## src/rtl/seven_segment_scan_controller.sv

```systemverilog
// ---------------------------------------------------------------------------
// seven_segment_scan_controller
//
// Time-multiplexes eight hex digits onto one shared 7-segment bus. A
// prescaler produces one refresh tick every DIV clocks; each tick advances
// the digit index. Display data is captured into shadow registers once per
// frame, when the index wraps from 7 back to 0, so a frame never shows a
// mix of old and new input values. After every digit change the segments
// are held dark for BLANK clocks. This hides the "ghost" image that would
// otherwise appear while the external anode driver switches over.
//
// Parameters
//   DIV   : clocks per digit slot (>= 2)
//   BLANK : dark clocks after each digit change (0 <= BLANK < DIV)
//
// Ports
//   clk         : clock, rising edge
//   rst         : asynchronous active-high reset
//   en          : scan enable; low freezes prescaler, index and blanking
//   digits      : eight hex nibbles, digit k is digits[4k+3:4k]
//   digit_en    : per-digit enable, a 0 bit keeps that digit dark
//   dp          : per-digit decimal point request, active high
//   sel         : current digit index for the anode selector
//   seg_n       : segments {g,f,e,d,c,b,a}, active low
//   dp_n        : decimal point, active low
//   frame_start : one-clock pulse in the cycle after the 7->0 wrap
// ---------------------------------------------------------------------------
module seven_segment_scan_controller #(
    parameter int DIV   = 100000,
    parameter int BLANK = 2
) (
    input  logic        clk,
    input  logic        rst,
    input  logic        en,
    input  logic [31:0] digits,
    input  logic [7:0]  digit_en,
    input  logic [7:0]  dp,
    output logic [2:0]  sel,
    output logic [6:0]  seg_n,
    output logic        dp_n,
    output logic        frame_start
);

    localparam int CW = (DIV > 1) ? $clog2(DIV) : 1;
    localparam int BW = (BLANK > 0) ? $clog2(BLANK + 1) : 1;
    localparam logic [CW-1:0] PRESC_LAST = CW'(DIV - 1);
    localparam logic [BW-1:0] BLANK_LOAD = BW'(BLANK);
    localparam logic [6:0]    SEG_OFF    = 7'h7F;

    logic [CW-1:0] prescCnt_q, prescCnt_d;
    logic [BW-1:0] blankCnt_q, blankCnt_d;
    logic [2:0]    sel_q, sel_d;
    logic [31:0]   shadowDigits_q, shadowDigits_d;
    logic [7:0]    shadowEn_q, shadowEn_d;
    logic [7:0]    shadowDp_q, shadowDp_d;
    logic [6:0]    segN_q, segN_d;
    logic          dpN_q, dpN_d;
    logic          frameStart_q, frameStart_d;
    logic          tick;
    logic          wrap;
    logic [3:0]    nibble;

    // Active-low segment pattern for one hex nibble (lowercase b and d so
    // they cannot be confused with 8 and 0).
    function automatic logic [6:0] hexDecode(input logic [3:0] value);
        logic [6:0] pattern;
        case (value)
            4'h0:    pattern = 7'b1000000;
            4'h1:    pattern = 7'b1111001;
            4'h2:    pattern = 7'b0100100;
            4'h3:    pattern = 7'b0110000;
            4'h4:    pattern = 7'b0011001;
            4'h5:    pattern = 7'b0010010;
            4'h6:    pattern = 7'b0000010;
            4'h7:    pattern = 7'b1111000;
            4'h8:    pattern = 7'b0000000;
            4'h9:    pattern = 7'b0010000;
            4'hA:    pattern = 7'b0001000;
            4'hB:    pattern = 7'b0000011;
            4'hC:    pattern = 7'b1000110;
            4'hD:    pattern = 7'b0100001;
            4'hE:    pattern = 7'b0000110;
            default: pattern = 7'b0001110;
        endcase
        return pattern;
    endfunction

    // Next-state logic. The segment outputs are computed from the *next*
    // index, blank count and shadow contents. This lets the registered
    // outputs change on the same edge as sel and never lag it by a cycle.
    // With en low every next value equals the current one, so the whole
    // scan, outputs included, simply freezes.
    always_comb begin
        tick = en && (prescCnt_q == PRESC_LAST);
        wrap = tick && (sel_q == 3'd7);

        prescCnt_d = prescCnt_q;
        if (en) begin
            prescCnt_d = tick ? '0 : prescCnt_q + CW'(1);
        end

        sel_d = tick ? sel_q + 3'd1 : sel_q;

        blankCnt_d = blankCnt_q;
        if (tick) begin
            blankCnt_d = BLANK_LOAD;
        end else if (en && (blankCnt_q != '0)) begin
            blankCnt_d = blankCnt_q - BW'(1);
        end

        shadowDigits_d = wrap ? digits   : shadowDigits_q;
        shadowEn_d     = wrap ? digit_en : shadowEn_q;
        shadowDp_d     = wrap ? dp       : shadowDp_q;
        frameStart_d   = wrap;

        nibble = shadowDigits_d[{sel_d, 2'b00} +: 4];

        segN_d = SEG_OFF;
        dpN_d  = 1'b1;
        if ((blankCnt_d == '0) && shadowEn_d[sel_d]) begin
            segN_d = hexDecode(nibble);
            dpN_d  = ~shadowDp_d[sel_d];
        end
    end

    // State and output registers. Reset darkens the display at once and
    // clears the shadow enables. This keeps the first frame after reset
    // dark until real data is captured at the first wrap.
    always_ff @(posedge clk or posedge rst) begin
        if (rst) begin
            prescCnt_q     <= '0;
            blankCnt_q     <= '0;
            sel_q          <= 3'd0;
            shadowDigits_q <= 32'd0;
            shadowEn_q     <= 8'd0;
            shadowDp_q     <= 8'd0;
            segN_q         <= SEG_OFF;
            dpN_q          <= 1'b1;
            frameStart_q   <= 1'b0;
        end else begin
            prescCnt_q     <= prescCnt_d;
            blankCnt_q     <= blankCnt_d;
            sel_q          <= sel_d;
            shadowDigits_q <= shadowDigits_d;
            shadowEn_q     <= shadowEn_d;
            shadowDp_q     <= shadowDp_d;
            segN_q         <= segN_d;
            dpN_q          <= dpN_d;
            frameStart_q   <= frameStart_d;
        end
    end

    assign sel         = sel_q;
    assign seg_n       = segN_q;
    assign dp_n        = dpN_q;
    assign frame_start = frameStart_q;

endmodule

```

## config.mk

```make
export PLATFORM = sky130hd
export DESIGN_NAME = seven_segment_scan_controller
export DESIGN_NICKNAME = d
export VERILOG_FILES = /design/src/rtl/seven_segment_scan_controller.sv
export SDC_FILE = /design/constraint.sdc
export NUM_CORES = 1
export LEC_CHECK = 0
export CORE_UTILIZATION = 50
export CTS_CLUSTER_SIZE = 40
export DETAILED_ROUTE_END_ITERATION = 7
export PLACE_DENSITY = 0.75
export SYNTH_ARGS = -nofsm -noshare
export SYNTH_HDL_FRONTEND = slang
export SYNTH_SLANG_ARGS = --single-unit
```

## constraint.sdc

```tcl
create_clock -name clk -period 3.6 [get_ports clk]
set_input_delay 0.72 -clock clk [delete_from_list [all_inputs] [get_ports clk]]
set_output_delay 0.72 -clock clk [all_outputs]
set_load 0.005 [all_outputs]
```

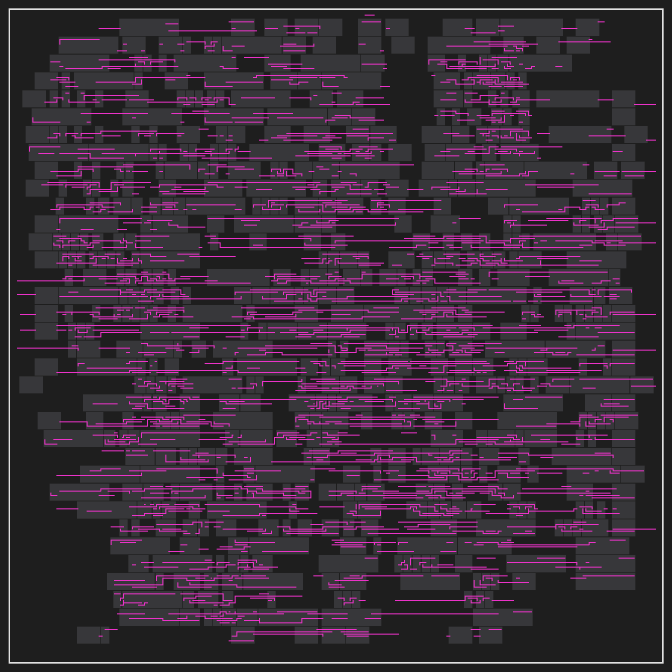
Figure 1: M1 wires.
nets with wire on the layer = 626
longest straight run = 29.4 um
share of all routed wire = 44%
main direction = horizontal
total wire length: 12.4 mm
M1 GR Usage: 35.6%

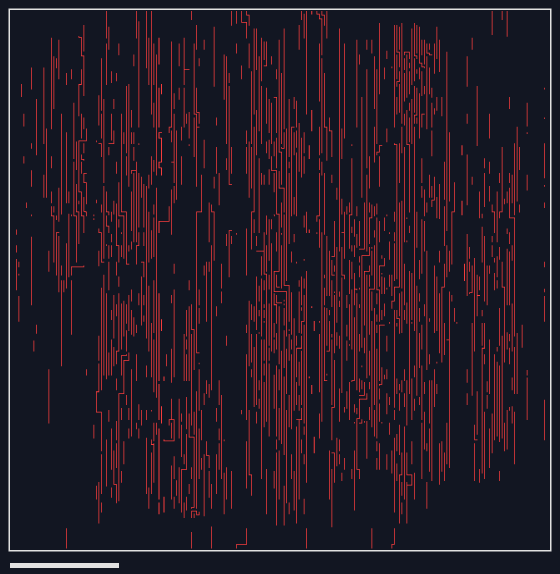
Figure 2: M2 wires.
The bar under the picture is 20 um long.
longest straight run = 40.8 um
wire length on this layer = 5830 um
met2 global-route usage: 43.9%
Vias: 4310

==> deck_impl_summary.md <==
Run Summary

Finish
  – Commonest cells after routing, fill and taps aside: nand2_1, dfrtp_1, clkdlybuf4s50_1, buf_4, nor2_1
  – Cell area after layout: 5850 um2
  – Antenna diode count: 0
  – Finished Layout Cells: 745
  – Most instantiated logic cell after routing: nand2_1
  – Layout cells sized above 1: 17.4%
  – Area grow syn2layout: 23.9%
  – Final #Nets: 690

Placed design
  – DP Worst Slack: -0.0359 ns
  – Post-placement cell count: 729
  – Placed cell area: 5670 um2
  – DP HPWL: 9.05 mm
  – Buffers on Ports: 62
  – Final Wtd Congestion: 0.933

STA
  – Fin Setup TNS: 0 ns
  – RSZ-0062 raised after global routing: false
  – Final setup fails: 0
  – Final hold vios: 0
  – Final WS setup: 0.264 ns
  – Cycle use final: 92.7%
  – Clock Skew: 0.0183 ns
  – Slew at the pin closest to its max-slew limit: 0.810 ns
  – Max transition margin: 45.9%
  – Max Fclk: 300 MHz
  – Max-slew violation count: 0
  – Tmin final: 3.34 ns

Power
  – Sw Pwr: 0.000555 W
  – Max VDD drop: 0.000233 V
  – Clock power share: 33.5%
  – Combinational share of power: 14.3%
  – LEAKAGE: 2.77 nW
  – Power per Cell Area: 323 nW/um2
  – Internal power: 0.00133 W
  – Seq pwr share: 52.2%
  – Switching Fraction: 29.4%
  – Power consumption: 0.00189 W

Die
  – FP Rows: 35
  – Die height: 99.2 um
  – Die X: 99.2 um
  – Core utilization before placement: 51.4%
  – I/O pins: 63
  – Chip area: 9840 um2
  – Core box area: 9200 um2

Setup path
  – Worst setup EP type: flip-flop
  – Worst Setup Path Type: primary input to flip-flop
  – Worst-path fanout max: 7
  – Worst reg-to-reg path cell count: 15
  – Worst Path Arrival: 3.60 ns
  – Crit path DRT: 3.86 ns
  – Cells along the critical path: clkdlybuf4s50_1 -> and2_1 -> nand4_1 -> nor2_2 -> a21oi_4 -> buf_4 -> a211oi_1 -> a211oi_1 -> a21oi_1 -> inv_1 -> ha_1 -> nand2_1 -> nor2_1 -> a31oi_1 -> o2111ai_1
  – Critical path's slowest cell: clkdlybuf4s50_1
  – Max incr delay on CP: 0.53 ns
  – Startpoint types: primary input
  – Worst path most repeated cell: a211oi_1
  – Critical path origin: en
  – R2r startpoint: sel[1]$_DFF_PP0_

Hold path
  – Hold_sp: shadowEn_q[6]$_DFF_PP0_
  – Worst min path class: flip-flop to flip-flop
  – Hold Path Depth: 2

Route
  – Initial DRC Count: 338
  – Post-route ant nets: 0
  – Detailed-route DRC error count: 0
  – Via density: 5.79
  – Routed WL per cell: 16.6 um
  – DR pass1 iterations: 5

Clocking
  – Clk slew on worst S/H paths: 0.08 ns
  – Sink Count: 79
  – Clock latency on the worst-skew pair: 0.37 ns
  – TritonCTS clock tree: built
  – Hold-fix buffers, CTS: 0
  – Inserted Clock Buffers: 9
  – CTS resizes: 0
  – Deepest clock path buffer count: 2
  – Setup Buffers After CTS: 0
  – Clk root buf: clkbuf_8
  – H-tree levels: 3

Run
  – Max-cap viol count: 0
  – Tool warnings: 31

Yosys
  – Post-synth EDFFs: 0
  – Yosys reg bits: 79
  – Synth cell types: 63
  – Synth area leader: dfrtp_1
  – Dominant Register Cell: dfrtp_1
  – Synth async-reset ratio: 100%
  – Avg Cell Area, Syn: 8.71 um2
  – Mapped Area: 4720 um2
  – Post-synthesis sequential area ratio: 42.1%
  – Max-area cell share: 37.6%
  – Synth area leaders: dfrtp_1, nand2_1, mux2_2, dfstp_2, mux2i_1
  – Chip Area, Yosys: 4720 um2
  – Cell count listed in synth_stat.txt: 542
  – Synth Net Count: 603
  – Post-Syn Instances: 542
  – Synth Warn #: 0

Global route
  – Final global-route overflow total: 0
  – Grt peak-use layer: met2
  – Largest net degree at the start of global routing: 44
  – First-pass GRT wire length: 20.3 mm
  – Vias in the first global route: 4146
  – Initial antenna violation count: 0
  – All-Layer GR Usage: 26.4%

Outcome
  – Status: finished clean
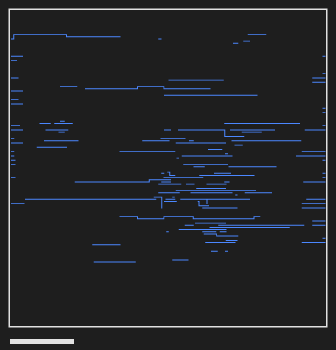
Figure 3: metal 3.
The bar under the picture is 20 um long.
nets with wire on the layer = 87
share of all routed wire = 7.3%
main direction = horizontal
routing usage on met3: 5.20%

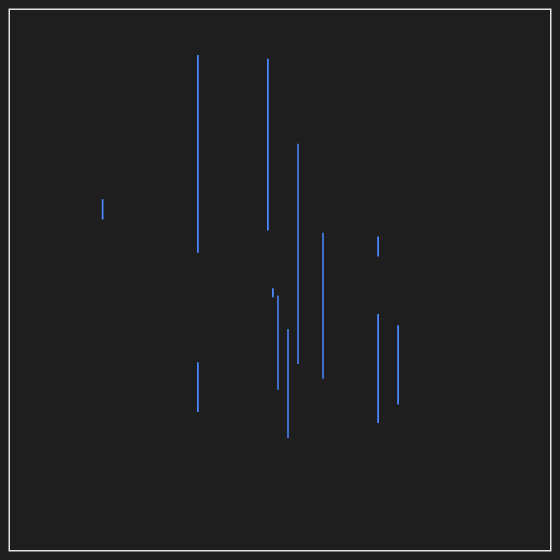
Figure 4: signal wires on met4.
longest straight run = 40.1 um
nets with wire on the layer = 10

==> cell usage after synthesis (all sizes together) (9+ instances only) <==
library cell,count
nor3,23
nand3,28
o21ai,13
mux2i,20
buf,11
nor2,32
dfrtp,71
clkbuf,16
nand2,166
inv,13
a21oi,20
mux2,20
xnor2,9
ha,10
==> final timing paths <==
kind,end,slack [ns]
worst max-delay path,seg_n[0]$_DFF_PP1_,0.26
worst min-delay path,shadowEn_q[6]$_DFF_PP0_,0.48
worst max register to register,seg_n[0]$_DFF_PP1_,0.30
worst min register to register,shadowEn_q[6]$_DFF_PP0_,0.48
max in group asynchronous,dp_n$_DFF_PP1_,2.03
min in group asynchronous,prescCnt_q[13]$_DFFE_PP0P_,0.82
==> flip-flops by register name (all words and copies together) (netlist names) <==
signal          cells
shadowDp_q          8
prescCnt_q         17
shadowDigits_q     32
shadowEn_q          8
blankCnt_q          2
frame_start         1
seg_n               7
sel                 3
dp_n                1
==> worst max-delay path, delay by kind of cell <==
family | cells | cell delay (ns)
compound gates | 6 | 0.99
buf+inv | 3 | 0.85
simple gates | 5 | 0.78
fa+ha+maj | 1 | 0.25
==> through the flow <==
| step | utilization [%] | hold WS [ns] |
|---|---|---|
| after floorplan | - | 0.438 |
| after global placement | 61.7 | 0.450 |
| after detailed placement | 61.7 | 0.460 |
| after CTS | 63.6 | 0.485 |
| after global routing | 63.6 | 0.502 |
| final | 63.6 | 0.479 |
==> layout make-up <==
cell class,instances,area [um2]
sequential,79,1990
tap,111,139
timing repair buffer,103,941
inverter,14,52.6
clock buffer,10,128
fill,820,3340
clock inverter,6,53.8
multi-input combinational,422,2550
==> power by group through the flow <==
stage | registers [W] | clock network [W] | logic (W)
2_1_floorplan | 0.000986 | 0 | 0.000163
3_3_place_gp | 0.000996 | 0 | 0.000255
3_5_place_dp | 0.00100 | 0 | 0.000267
4_1_cts | 0.000983 | 0.000644 | 0.000270
5_1_grt | 0.000993 | 0.000682 | 0.000301
6_report | 0.000985 | 0.000633 | 0.000269
==> cell families (layout without fill, tap and decap cells) <==
kind of cell	Yosys count	count (layout)	share of synthesized area [%]
AND-OR/OR-AND	78	78	12.4
XOR/XNOR	16	16	2.97
adder cells (fa/ha/maj)	10	10	2.65
buffers and inverters	41	133	4.11
flip-flops	79	79	42.1
multiplexers	43	43	10.4
AND/OR/NAND/NOR	275	275	25.4
==> metal layers <==
metal	share of wire, %	vias to the layer above	wire (um)
li1	-	2047	-
met1	44	2057	5440
met2	47	178	5830
met3	7.3	28	906
met4	1.8	0	221
met5	0	-	0
No activity file was given, so power comes from the tool's default toggle rates.
